**src/rtl/data_mem_sync.sv**
```systemverilog
// data_mem_sync: parametrised single-port data RAM with a registered read.
//
// A write-first path forwards write data straight to read_data. After reset a
// hardware sequencer can write CLEAR_VALUE into every word. busy stays high
// while the sequencer runs, and user accesses are ignored during that time.
//
// Optional feature: define DATA_MEM_PARITY_EN to store an even-parity bit per
// word and add the parity_err output, which is registered with read_data.
//
// Ports:
//   clk         rising-edge clock
//   rst         synchronous reset, active-high
//   address     word address for read and write (AW bits)
//   write_data  data to store (DW bits)
//   wren        write enable, active-low (0 = write, 1 = read only)
//   read_data   registered read data (DW bits)
//   busy        high while the clear sequence runs
//   parity_err  parity mismatch on the last read (DATA_MEM_PARITY_EN only)
module data_mem_sync #(
  parameter int              DW             = 8,
  parameter int              AW             = 8,
  parameter bit              CLEAR_ON_RESET = 1'b1,
  parameter logic [DW-1:0]   CLEAR_VALUE    = '0
) (
  input  logic          clk,
  input  logic          rst,
  input  logic [AW-1:0] address,
  input  logic [DW-1:0] write_data,
  input  logic          wren,
  output logic [DW-1:0] read_data,
`ifdef DATA_MEM_PARITY_EN
  output logic          parity_err,
`endif
  output logic          busy
);

  localparam int            DEPTH     = 2 ** AW;
  localparam logic [AW-1:0] LAST_ADDR = '1;

  typedef enum logic {
    CLEAR = 1'b0,
    IDLE  = 1'b1
  } state_e;

  state_e          state_q, state_d;
  logic [AW-1:0]   clr_ptr_q, clr_ptr_d;
  logic [DW-1:0]   read_data_q, read_data_d;

  logic            mem_we;
  logic [AW-1:0]   mem_addr;
  logic [DW-1:0]   mem_wdata;
  logic [DW-1:0]   mem_q [DEPTH];

`ifdef DATA_MEM_PARITY_EN
  logic            par_q [DEPTH];
  logic            parity_err_q, parity_err_d;
`endif

  // State register. Reset is sampled only at the clock edge.
  // NOTE: sequential state uses non-blocking (<=) so every flop samples pre-edge values.
  always_ff @(posedge clk) begin
    if (rst) begin
      state_q     <= CLEAR_ON_RESET ? CLEAR : IDLE;
      clr_ptr_q   <= '0;
      read_data_q <= '0;
`ifdef DATA_MEM_PARITY_EN
      parity_err_q <= 1'b0;
`endif
    end else begin
      state_q     <= state_d;
      clr_ptr_q   <= clr_ptr_d;
      read_data_q <= read_data_d;
`ifdef DATA_MEM_PARITY_EN
      parity_err_q <= parity_err_d;
`endif
    end
  end

  // Next-state logic. The sequencer leaves CLEAR after writing the last word.
  // The pointer then wraps to 0 on that same edge.
  // NOTE: every signal assigned in always_comb gets a default first, so no latch is inferred.
  always_comb begin
    state_d   = state_q;
    clr_ptr_d = clr_ptr_q;
    if (state_q == CLEAR) begin
      clr_ptr_d = clr_ptr_q + 1'b1;
      if (clr_ptr_q == LAST_ADDR) state_d = IDLE;
    end
  end

  // Output and datapath logic. A reset cycle never writes the memory.
  always_comb begin
    busy        = (state_q == CLEAR);
    mem_we      = 1'b0;
    mem_addr    = address;
    mem_wdata   = write_data;
    read_data_d = '0;
`ifdef DATA_MEM_PARITY_EN
    parity_err_d = 1'b0;
`endif
    if (!rst) begin
      if (state_q == CLEAR) begin
        mem_we    = 1'b1;
        mem_addr  = clr_ptr_q;
        mem_wdata = CLEAR_VALUE;
      end else if (!wren) begin
        mem_we      = 1'b1;
        read_data_d = write_data;        // write-first forwarding
      end else begin
        read_data_d = mem_q[address];
`ifdef DATA_MEM_PARITY_EN
        parity_err_d = (^mem_q[address]) != par_q[address];
`endif
      end
    end
  end

  // Storage array. It is initialised by the clear sequencer, not by reset.
  // NOTE: memories are never reset in an always_ff; this keeps them mappable to RAM macros.
  always_ff @(posedge clk) begin
    if (mem_we) begin
      mem_q[mem_addr] <= mem_wdata;
`ifdef DATA_MEM_PARITY_EN
      par_q[mem_addr] <= ^mem_wdata;
`endif
    end
  end

  assign read_data = read_data_q;
`ifdef DATA_MEM_PARITY_EN
  assign parity_err = parity_err_q;
`endif

endmodule

```
**config.mk**
```make
export PLATFORM = sky130hd
export DESIGN_NAME = data_mem_sync
export DESIGN_NICKNAME = d
export VERILOG_FILES = /design/src/rtl/data_mem_sync.sv
export SDC_FILE = /design/constraint.sdc
export NUM_CORES = 2
export LEC_CHECK = 0
export CORE_UTILIZATION = 37
export CTS_CLUSTER_DIAMETER = 150
export CTS_CLUSTER_SIZE = 25
export DETAILED_ROUTE_END_ITERATION = 7
export GPL_TIMING_DRIVEN = 1
export PLACE_DENSITY_LB_ADDON = 0.05
export SLEW_MARGIN = 20
export SYNTH_ARGS = -nofsm -noshare
export SYNTH_HDL_FRONTEND = slang
export SYNTH_SLANG_ARGS = --single-unit
```
**constraint.sdc**
```tcl
create_clock -name clk -period 18.12 [get_ports clk]
set_input_delay 5.436 -clock clk [delete_from_list [all_inputs] [get_ports clk]]
set_output_delay 5.436 -clock clk [all_outputs]
set_load 0.1 [all_outputs]
```
==> reports/writeup.txt <==
After synthesis, the design contains 4,014 cells according to Yosys. Xor-xnor portion of the synthesized cell area: 0.0007627. The count of sequential standard cells was 2,065. The global-route met2 utilization was 0.3389; the synthesis-to-layout area growth was 7.533%. The first detailed-routing pass ran for 6 iterations. The share of the synthesized area in the top cell type was 0.7650.

Path type of the worst setup path: input port to flip-flop. A synthesized cell averages 20.03 µm². In this run the worst path has a maximum fanout of 48. The wire length of the first global-routing pass was 327,500 µm; the clock tree buffer count of the final layout was 115. The post-synthesis share of cell area spent on and, or, nand and nor gates was 0.02906. The worst hold-check path type was flip-flop to flip-flop. The share of final layout cell area taken by non-clock buffers was 0.01330.

The class occupying the most area after layout is reported as flip-flops and latches. Detailed placement HPWL: 144,800 µm. The most frequent cell after synthesis is sky130_fd_sc_hd__edfxtp_1. With the peak clock frequency supported by timing at 103.8 MHz, the number of enable flip-flop cells is 2,048. Post-layout minimum cycle time: 9.636 ns.

Per the hold report, the tightest min-delay path originates at clr_ptr_q[7]. The run gives 7 as the initial antenna violation count. The run gives 134 for the number of non-clock buffers. The run gives 0.5318 for the final worst-path cycle share.

Entering global routing, the biggest net connects 205 pins. The layer flagged by global routing as most heavily used is met2. The flow ran to the end, and the final reports show no timing, DRC or antenna violations.

The post-synthesis share of cell area spent on and-or and or-and gates is 0.04339, and the delay contributed by the slowest stage of the critical path is 0.80 ns. The DRC violation count after routing came out at 0. The antenna diode count is 2, and the power per standard cell area is 94.88 nW/µm².

The post-synthesis share of cell area spent on full adders, half adders and majority gates was 0.0001556. Across the whole layout, storage elements account for 61,840 µm². The clock tree synthesis step divided the H-tree into 3 levels. Detailed routing placed a total of 10,560 µm of wire on met3.

The run gives 26.19 nW for the total leakage power. Max-cap violations in this run came to 0. The multi-input gate share of the layout cell area came out at 0.2014. Per STA, the endpoint of the critical path is read_data[4].

The number of non-clock inverters came out at 4. Grouping stages by cell kind, the critical path spends the most delay in buffers and inverters. Biggest area consumer among synthesized cells: sky130_fd_sc_hd__edfxtp_1.

By count the netlist is led by sky130_fd_sc_hd__edfxtp_1 (2,048), sky130_fd_sc_hd__mux4_2 (374), sky130_fd_sc_hd__nor2_1 (294), sky130_fd_sc_hd__mux2i_1 (276), sky130_fd_sc_hd__clkbuf_1 (142). Counting both buffers and inverters, the worst setup path holds a total of 4. With the number of max-slew violations in the final report at 0, the floorplan utilization is 0.3735.

For reference, the final report shows the hold violation count at 0. According to the finish report, the design has a final net count of 4,012. The run gives 1.161 ns for the transition at the pin with the smallest max-transition slack. For the maximum buffer depth of the clock tree, the log shows 3.

Number of inserted filler cells in the final layout: 19,100. The sequential cell area fraction in the yosys report was 0.7693. The dominant synthesized flop cell is sky130_fd_sc_hd__edfxtp_1. After global routing the overflow that remains totals 0. Tap insertion was completed with 2,838 tapcells. Hold repair after CTS inserted 0 buffers. The reg-to-reg startpoint was state_q. The fraction of area in clock buffers and inverters is 0.02860. Critical path startpoint: address[0].

Looking at the post-CTS report, the setup buffer insertion count equals 0.
[stage by stage]
| stage | hold WS [ns] | std cells | instance area [µm²] | setup slack [ns] |
|---|---|---|---|---|
| 2_1_floorplan | 0.4987 | 4014 | 80390 | 8.043 |
| 3_3_place_gp | 0.5488 | 6733 | 83880 | 7.346 |
| 3_5_place_dp | 0.5440 | 6735 | 83920 | 7.355 |
| 4_1_cts | 0.5665 | 6852 | 86390 | 8.188 |
| 5_1_grt | 0.6169 | 6854 | 86440 | 8.139 |
| 6_report | 0.5787 | 6855 | 86440 | 8.484 |
[report_power, final]
group	total (mW)	internal (mW)	switching, mW
logic	0.509	0.149	0.359
clock network	2.44	0.959	1.48
registers	5.25	5.25	0.00221
total	8.20	6.36	1.84
A small window of the routed layout:
Window x 214 to 254, y 120 to 160 µm. Cells in gray, sequential cells in the stronger gray; small squares are vias.
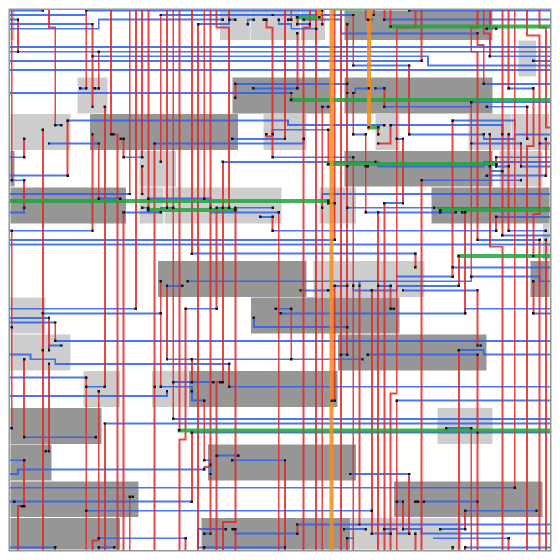
met3 -> green
met4 -> orange
met2 -> red
met1 -> blue
most frequent = edfxtp_1 (16), mux4_2 (4), buf_4 (4)
cells with their middle in the window = 37
sequential cells in the window = 17
netlist names of flops here include = mem_q (16), read_data (1)

Routed clock nets over the placement:
Bar = 100 µm.
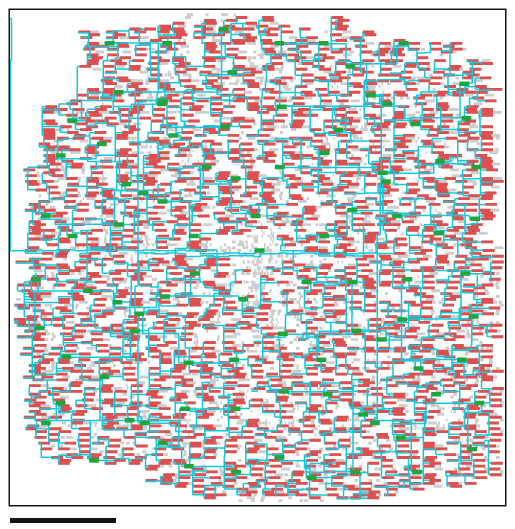
clock wires -> cyan  # length 24.1 mm
cells driving clock nets -> green  # count 92
flip-flops -> red  # count 2,065
flops lie = all over the die
routed clock nets = 93
Worst Skew: 0.04449 ns
clock group share of total power: 0.298
power in the clock group: 2.44 mW
worst skew pair latency: 0.77 ns

Metal layers overlaid:
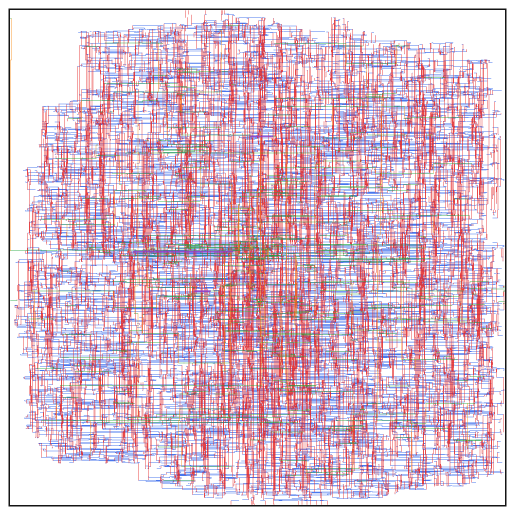
met3 -> green  # wire length 10,600 µm
met4 -> orange  # wire length 3,640 µm
met5 -> purple  # wire length 127 µm
met2 -> red  # wire length 110 mm
met1 -> blue  # wire length 110 mm
total track usage: 0.2139
total number of vias: 39,240
Routed wire per std cell: 34.26 µm

Signal wires on met3:
Bar = 100 µm.
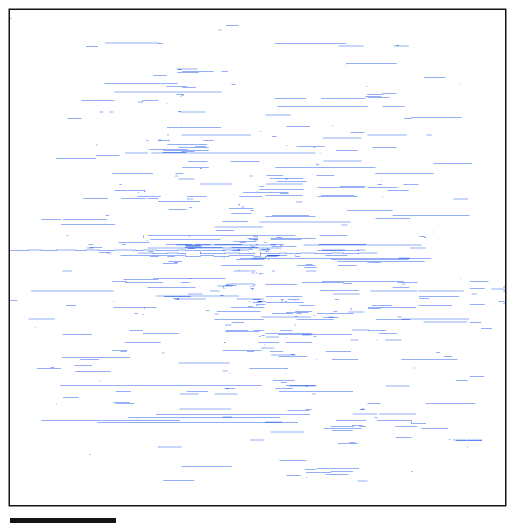
nets with wire on the layer = 249
main direction = horizontal
wire length on this layer = 10,600 µm
routed wire length: 234,900 µm
global routing met3 resource utilization: 0.02635

Power figures rest on the tool's default switching activity, not on a simulated workload.
